**config.mk**
```make
export PLATFORM = sky130hd
export DESIGN_NAME = srt4_div_ctrl
export DESIGN_NICKNAME = d
export VERILOG_FILES = /design/src/rtl/srt4_div_ctrl.sv
export SDC_FILE = /design/constraint.sdc
export NUM_CORES = 1
export LEC_CHECK = 0
export ABC_AREA = 0
export CAP_MARGIN = 5
export CORE_MARGIN = 2
export CORE_UTILIZATION = 40
export CTS_BUF_LIST = sky130_fd_sc_hd__clkbuf_8
export CTS_CLUSTER_DIAMETER = 80
export DETAILED_ROUTE_END_ITERATION = 7
export DONT_BUFFER_PORTS = 1
export HOLD_SLACK_MARGIN = 0.02
export PLACE_DENSITY = 0.54
export SYNTH_ARGS = -nofsm -noshare
export SYNTH_HDL_FRONTEND = slang
export SYNTH_SLANG_ARGS = --single-unit
```
**constraint.sdc**
```tcl
create_clock -name clk -period 1.6 [get_ports clk]
set_clock_uncertainty 0.2 [all_clocks]
set_input_delay 0.24 -clock clk [delete_from_list [all_inputs] [get_ports clk]]
set_output_delay 0.24 -clock clk [all_outputs]
set_load 0.02 [all_outputs]
```
**src/rtl/srt4_div_ctrl.sv**
```systemverilog
// rtl/srt4_div_ctrl.sv - radix-4 SRT divider control FSM
// Sequences load, digit-recurrence iterations and final correction, with divide-by-zero and abort.
module srt4_div_ctrl #(
  parameter int ITERATIONS = 24,
  parameter int CNT_W      = 5
) (
  input  logic             clk,
  input  logic             resetn,
  input  logic             start,
  input  logic             abort,
  input  logic             divisor_zero,
  input  logic             rem_neg,
  input  logic             done_ack,
  output logic             load_op,
  output logic             iter_en,
  output logic             iter_last,
  output logic             fix_en,
  output logic             busy,
  output logic             done,
  output logic             dz_err,
  output logic [CNT_W-1:0] iter_cnt
);

  typedef enum logic [2:0] {
    IDLE = 3'd0,
    INIT = 3'd1,
    ITER = 3'd2,
    FIX  = 3'd3,
    DONE = 3'd4
  } state_t;

  localparam logic [CNT_W-1:0] LAST_CNT = CNT_W'(ITERATIONS - 1);

  state_t           state;
  state_t           state_nxt;
  logic [CNT_W-1:0] cnt_nxt;
  logic             dz_q;
  logic             dz_nxt;

  always_ff @(posedge clk or negedge resetn) begin
    if (!resetn) begin
      state    <= IDLE;
      iter_cnt <= '0;
      dz_q     <= 1'b0;
    end else begin
      state    <= state_nxt;
      iter_cnt <= cnt_nxt;
      dz_q     <= dz_nxt;
    end
  end

  // abort outranks every other transition, including the ITER->FIX exit
  always_comb begin
    state_nxt = state;
    cnt_nxt   = iter_cnt;
    dz_nxt    = dz_q;
    case (state)
      IDLE: begin
        if (start && !abort) begin
          dz_nxt    = divisor_zero;
          state_nxt = divisor_zero ? DONE : INIT;
        end
      end
      INIT: begin
        cnt_nxt   = '0;
        state_nxt = abort ? IDLE : ITER;
      end
      ITER: begin
        if (abort) begin
          state_nxt = IDLE;
          cnt_nxt   = '0;
        end else if (iter_cnt == LAST_CNT) begin
          state_nxt = FIX;
          cnt_nxt   = '0;
        end else begin
          cnt_nxt = iter_cnt + CNT_W'(1);
        end
      end
      FIX: begin
        cnt_nxt   = '0;
        state_nxt = abort ? IDLE : DONE;
      end
      DONE: begin
        if (done_ack || abort) begin
          state_nxt = IDLE;
        end
      end
      default: begin
        state_nxt = IDLE;
        cnt_nxt   = '0;
      end
    endcase
  end

  // dz_err is held internally until the next accepted start but only shown alongside done
  always_comb begin
    load_op   = 1'b0;
    iter_en   = 1'b0;
    iter_last = 1'b0;
    fix_en    = 1'b0;
    busy      = 1'b0;
    done      = 1'b0;
    dz_err    = 1'b0;
    case (state)
      INIT: begin
        load_op = 1'b1;
        busy    = 1'b1;
      end
      ITER: begin
        iter_en   = 1'b1;
        iter_last = (iter_cnt == LAST_CNT);
        busy      = 1'b1;
      end
      FIX: begin
        fix_en = rem_neg;
        busy   = 1'b1;
      end
      DONE: begin
        done   = 1'b1;
        busy   = 1'b1;
        dz_err = dz_q;
      end
      default: begin
        busy = 1'b0;
      end
    endcase
  end

endmodule

```
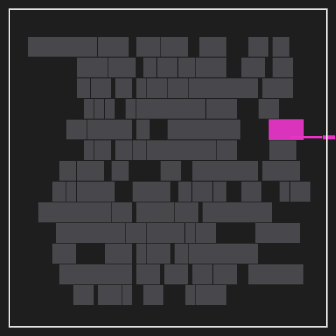
Fig. 1. I/O nets highlighted (run 1).
legend:
  `load_op`:
    colour: magenta
    bits: 1
    direction: output
    edge: right
    end_cells: 1
    buffers: 0
    wire: 4.10 um
number of port buffers: 0
Ports: 19

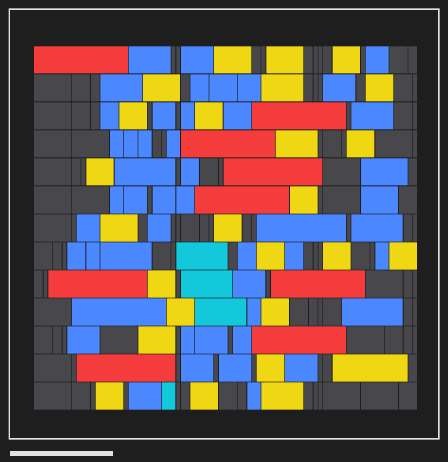
Fig. 2. Cell classes on the final placement (run 1).
Scale bar: 10 um. Fill, decap, tap and diode cells in grey.
legend:
  clock drivers and dummy loads:
    colour: cyan
    cells: 4
    share_of_their_area: 5.1%
  combinational and other logic:
    colour: blue
    cells: 48
    share_of_their_area: 43%
  remaining buffers and delay cells:
    colour: yellow
    cells: 26
    share_of_their_area: 26%
  sequential cells:
    colour: red
    cells: 9
    share_of_their_area: 26%
proportion of cell area occupied by registers: 25.2%
final standard cell area without fillers: 908 sq um
Post-Route Utilization: 68.9%
core area: 1320 sq um
count of standard-cell rows: 13

==> job_summary.md, run 1 <==
## Implementation flow summary

| Metric | Value |
|---|---|
| Commonest cells in the netlist | `sky130_fd_sc_hd__dfrtp_1 (9), sky130_fd_sc_hd__nor2_1 (6), sky130_fd_sc_hd__nand2_1 (5)` |
| Nets | `96` |
| H-tree lvl count | `1` |
| Flip-flop and latch count | `9` |
| GR Overflow Total | `0` |
| N_diodes | `0` |
| Combinational gate area | `377 sq um` |
| Hold path depth | `2` |
| Cell area after synthesis | `~560 sq um` |
| Number of placed instances with taps included | `86` |
| Routed vias/inst | `between 5 and 6` |
| Power of the sequential group | `346 uW` |
| Net count of the mapped netlist | `around 69` |
| Min cycle time layout | `1.65 ns` |
| Ordered list of cells on the worst path | `buf_6 > nand2b_4 > nor3_4` |
| Setup slack after placement | `0.0457 ns` |
| Worst reg2reg path endpoint | `state[0]$_DFFE_PN0P_` |
| Global-route wire length before repair | `2.49 mm` |
| Data arrival time of the worst path | `between 1 and 1.5 ns` |
| Sort of element at the end of the critical path | `output pin` |
| Power in combinational cells | `760 uW` |
| FF-to-FF path depth | `6` |
| Clock network fraction of design power | `18.9%` |
| Multi-input gate share of the layout cell area | `between 40% and 50%` |
| Mapped Cells | `61` |
| Non-clock buffer count in the final layout | `26` |
| Reported clock group power | `257 uW` |
| Late-Pin Clk Latency | `0.23 ns` |
| Sw Ratio | `39.0%` |
| Vias in the first global route | `about 540` |
| Post-synth cell types | `29` |
| Transition time at the pin with the least slew margin | `approximately 0.44 ns` |
| Final setup slack of the worst path | `-0.0544 ns` |
| Sequential-to-total area share from yosys stat | `about two fifths` |
| Setup violators final | `4` |
| Unrepaired setup endpoints after global routing | `yes` |
| Most frequent logic cell in the layout | `sky130_fd_sc_hd__buf_4` |
| Result of the run | `complete, but fails checks` |
| Final cycle utilization of the critical path | `103%` |
| Top cells excl fill/tap | `sky130_fd_sc_hd__buf_4 (17), sky130_fd_sc_hd__dfrtp_1 (6), sky130_fd_sc_hd__nor2_1 (5), sky130_fd_sc_hd__dlygate4sd3_1 (5), sky130_fd_sc_hd__nand2_1 (4)` |
| Fraction of post-synthesis cell area in the top cell type by area | `39.9%` |
| Worst min-delay path startpoint | `start` |
| Non-clock buffers, area share | `25.5%` |
| Number of instances resized during post-cts repair | `9` |
| Worst stage delay on the critical path | `0.41 ns` |
| Flip-flops with a built-in enable | `0` |
| Final Hold Slack | `0.0278 ns` |
| Number of register bits inferred by synthesis | `9` |
| Worst hold path endpoint | `dz_q$_DFFE_PN0P_` |
| Number of antenna violations at the first check in global routing | `0` |
| DRT iter0 DRCs | `10` |
| CTS clock-pin slew for the worst setup and hold paths | `0.05 ns` |
| Critical path required time | `1.16 ns` |
| Share of synthesized registers carrying an async set or reset | `100%` |
| Routed length per placed instance | `16.2 um` |
| Headroom to the max-slew limit | `a little over two thirds` |
| Sequential Area | `approximately 230 sq um` |
| Worst setup path category | `flip-flop to output pin` |
| Clock buffer cells | `3` |
| Clock tree cell share of total cell area | `between 4 and 5%` |
| Final-report max-slew violation count | `0` |
| Pre-antenna DRT Iters | `2` |
| Global-route usage over all layers | `18.6%` |
| Non-clock inverter instance count of the final layout | `2` |
| Met1 routed wirelength after detailed routing | `700 um` |
| Number of buffers between clock root and the deepest sink | `2` |
| HP Class | `input pin to flip-flop` |
| Chip area from the yosys synthesis statistics | `about 560 sq um` |
| Number of post-CTS setup repair buffers | `2` |
| Die X-Extent | `between 40 and 50 um` |
| First element of the critical path | `state[0]$_DFFE_PN0P_` |
| Number of standard cells reported by yosys | `roughly 61` |
| Hold buffers post-CTS | `5` |
| Reg-to-reg startpoint | `state[0]$_DFFE_PN0P_` |
| Number of remaining DRC errors | `0` |
| Grt met2 use | `29.1%` |
| Overall chip area | `1730 sq um` |
| Sw Pwr | `between 500 and 600 uW` |
| Total power per unit cell area | `between 1000 and 1500 nW/um^2` |
| Failing checks | `setup timing` |
| Internal reg-to-reg setup slack | `-0.04 ns` |
| Met3 Use GR | `3.04%` |
| Power group with the highest consumption | `combinational cells` |
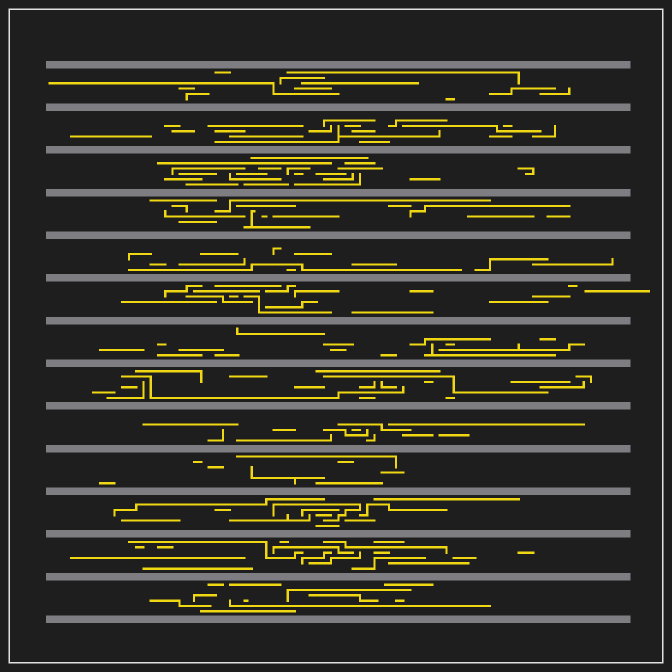
Fig. 3. M1 wires (run 1).
Supply wires on this layer in grey.
nets with wire on the layer: 84
share of all routed wire: 42%
Post-Route WL: 1.65 mm
Vias: 582
routing usage on met1: 22.7%

run 1: logic make-up (layout without fill, tap and decap cells):
family | after synthesis | count (layout) | share of synthesized area (%)
multiplexers | 1 | 1 | 2.00
AND-OR/OR-AND | 13 | 13 | 15.1
flip-flops | 9 | 9 | 39.9
adder cells (fa/ha/maj) | 1 | 1 | 2.22
XOR/XNOR | 2 | 2 | 3.10
buffers and inverters | 6 | 32 | 5.76
AND/OR/NAND/NOR | 29 | 29 | 31.9
run 1: worst max-delay path: cells and delay by family (launching register included):
family | cells | cell delay [ns]
AND/OR/NAND/NOR | 2 | 0.43
buffers and inverters | 1 | 0.15
flip-flops | 1 | 0.41
run 1: state kept, by name, indices dropped and copies added, names as in the netlist:
register  cells
dz_q          1
iter_cnt      5
state         3
Fig. 4: run 1, cell area per tile
The die is cut into 8 by 8 equal tiles; white is low, dark blue is high, 0 to 100% covered.
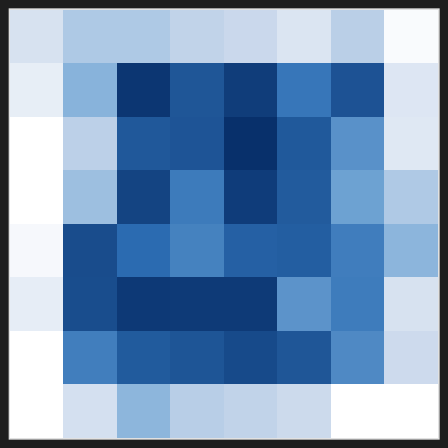

## Run 2: what changed since run 1
PLACE_DENSITY = default   (was 0.54)
SLEW_MARGIN = 20   (was default)
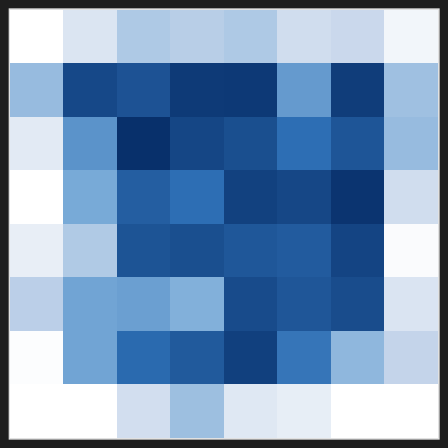
Fig. 5. Cell area per tile (run 2).
The die is cut into 8 by 8 equal tiles; white is low, dark blue is high, 0 to 100% covered.
nearly empty tiles: 11%
tiles over 75% full: 41%
emptiest ninth of the die: lower left
mean over tiles: 52%

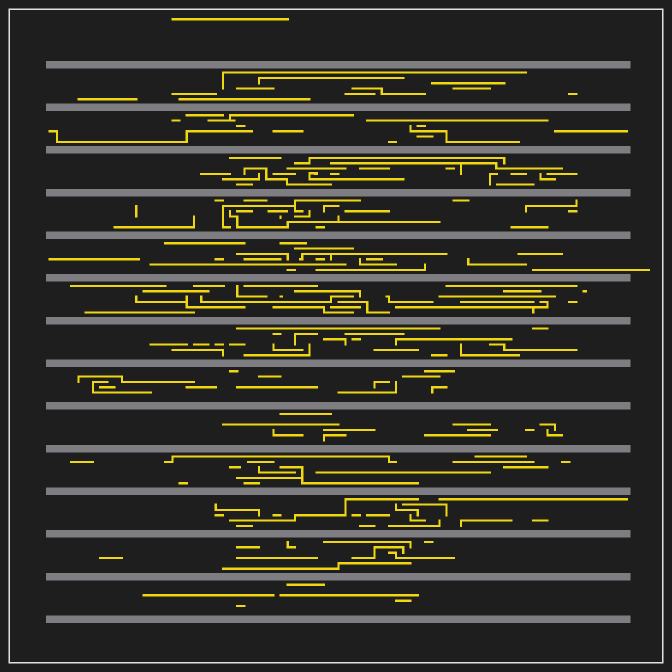
Fig. 6. M1 wires (run 2).
Supply wires on this layer in grey.
main direction: horizontal
longest straight run: 19.3 um
nets with wire on the layer: 90
wire length on this layer: 695 um
share of all routed wire: 44%
Vias: 578
Post-Route WL: 1.60 mm

==> job_summary.md, run 2 <==
## Implementation flow summary

| Metric | Value |
|---|---|
| Failing checks | `setup timing` |
| Number of placed instances with taps included | `86` |
| Min cycle time layout | `1.65 ns` |
| Met1 routed wirelength after detailed routing | `695 um` |
| Critical path required time | `1.16 ns` |
| Flip-flops with a built-in enable | `0` |
| Number of register bits inferred by synthesis | `9` |
| Final setup slack of the worst path | `-0.0513 ns` |
| Sequential-to-total area share from yosys stat | `between 30% and 40%` |
| Chip area from the yosys synthesis statistics | `around 560 sq um` |
| Routed length per placed instance | `15.2 um` |
| Compound Share, Synth | `between 10% and 20%` |
| Grt met2 use | `31.6%` |
| Total power per unit cell area | `1470 nW/um^2` |
| Area fraction in mux cells | `around 2%` |
| Number of buffers between clock root and the deepest sink | `2` |
| Worst hold path endpoint | `dz_q$_DFFE_PN0P_` |
| DRT iter0 DRCs | `9` |
| Met3 Use GR | `6.09%` |
| Post-synth cell types | `29` |
| Worst min-delay path startpoint | `start` |
| Number of standard cells reported by yosys | `61` |
| HP Class | `input pin to flip-flop` |
| Worst reg2reg path endpoint | `iter_cnt[0]$_DFFE_PN0N_` |
| Post-synth area hogs | `sky130_fd_sc_hd__dfrtp_1 (40%), sky130_fd_sc_hd__nor4b_4 (4.2%), sky130_fd_sc_hd__nor2_1 (4.0%)` |
| Relative area change from synthesis to final layout | `61.0%` |
| Sort of element at the end of the critical path | `output pin` |
| Hold path depth | `2` |
| Pre-antenna DRT Iters | `4` |
| Reg-to-reg startpoint | `state[2]$_DFFE_PN0P_` |
| First element of the critical path | `state[0]$_DFFE_PN0P_` |
| Number of antenna violations at the first check in global routing | `0` |
| Vias in the first global route | `527` |
| Routing usage on met1 | `25.5%` |
| Ports | `19` |
| Highest fanout seen on the critical path | `5` |
| Final standard cell area without fillers | `a little over 900 sq um` |
| H-tree lvl count | `1` |
| Top cells excl fill/tap | `sky130_fd_sc_hd__buf_4 (21), sky130_fd_sc_hd__nor2_1 (5), sky130_fd_sc_hd__nand2_1 (5), sky130_fd_sc_hd__dfrtp_1 (5), sky130_fd_sc_hd__dlygate4sd3_1 (5)` |
| GR Overflow Total | `0` |
| Core area | `around 1300 sq um` |
| Number of sinks handled by clock tree synthesis | `9` |
| Number of post-CTS setup repair buffers | `4` |
| Number of port buffers | `0` |
| Total clock buffers created by CTS | `3` |
| FF-to-FF path depth | `5` |
| Internal reg-to-reg setup slack | `~0.070 ns` |
| Cell area after synthesis | `564 sq um` |
| Setup slack after placement | `0.0257 ns` |
| Die X-Extent | `41.6 um` |
| Prevailing logic family in the synthesized netlist | `simple AND/OR/NAND/NOR gates` |
| Most frequent logic cell in the layout | `sky130_fd_sc_hd__buf_4` |
| CTS clock-pin slew for the worst setup and hold paths | `0.05 ns` |
| Number of remaining DRC errors | `0` |
| Hold buffers post-CTS | `5` |
| Nets | `99` |
| Post-Route Utilization | `68.9%` |
| Mapped Cells | `61` |
| Synth Area in XOR/XNOR | `3.10%` |
| Late-Pin Clk Latency | `0.24 ns` |
| Count of standard-cell rows | `13` |
| Arithmetic-cell share of the synthesized area counting full adders, half adders and majority gates | `under 10%` |
| Worst stage delay on the critical path | `~0.40 ns` |
| Setup violators final | `2` |
| Worst setup path category | `flip-flop to output pin` |
| Number of instances resized during post-cts repair | `7` |
| Routed vias/inst | `5.50` |
| Routability cong. | `0.775` |
| Data arrival time of the worst path | `1.21 ns` |
| Register name with the most flops | `iter_cnt` |
| Commonest cells in the netlist | `sky130_fd_sc_hd__dfrtp_1 (9), sky130_fd_sc_hd__nor2_1 (6), sky130_fd_sc_hd__nand2_1 (5)` |
| Share of synthesized registers carrying an async set or reset | `100%` |
| Overall chip area | `between 1500 and 2000 sq um` |
| Ordered list of cells on the worst path | `buf_6 > nand2b_4 > nor3_4` |
| Final Hold Slack | `0.0229 ns` |
| Fraction of post-synthesis cell area in the top cell type by area | `39.9%` |
| Transition time at the pin with the least slew margin | `0.454 ns` |
| HPWL after detailed placement | `around 960 um` |
| Final cycle utilization of the critical path | `103%` |
| Biggest registers after layout | `iter_cnt: 5 flops, state: 3 flops, dz_q: 1 flops` |
| Final-report max-slew violation count | `0` |
| Result of the run | `complete, but fails checks` |
| Yosys simple share | `a little under a third` |
## run 2: cell counts after synthesis
No cell type changed its count.
## run 2: report_power, final
group	leakage [nW]	internal, mW	switching, mW
combinational	0.257	0.361	0.376
clock	0.0269	0.168	0.0980
sequential	0.115	0.284	0.0487
## run 2: final cells by class
| cell class | instances | area [sq um] |
|---|---|---|
| Clock buffer | 3 | 41.3 |
| Clock inverter | 1 | 3.75 |
| Fill cell | 97 | 409 |
| Inverter | 2 | 7.51 |
| Multi-Input combinational cell | 46 | 365 |
| Sequential cell | 9 | 230 |
| Tap cell | 15 | 18.8 |
| Timing Repair Buffer | 29 | 241 |
## run 2: critical path: cells and delay by family (launching register included)
kind                   cells  cell delay (ns)
DFF                        1             0.40
buffers and inverters      1             0.14
and+or+nand+nor            2             0.44
Power figures rest on the tool's default switching activity, not on a simulated workload.
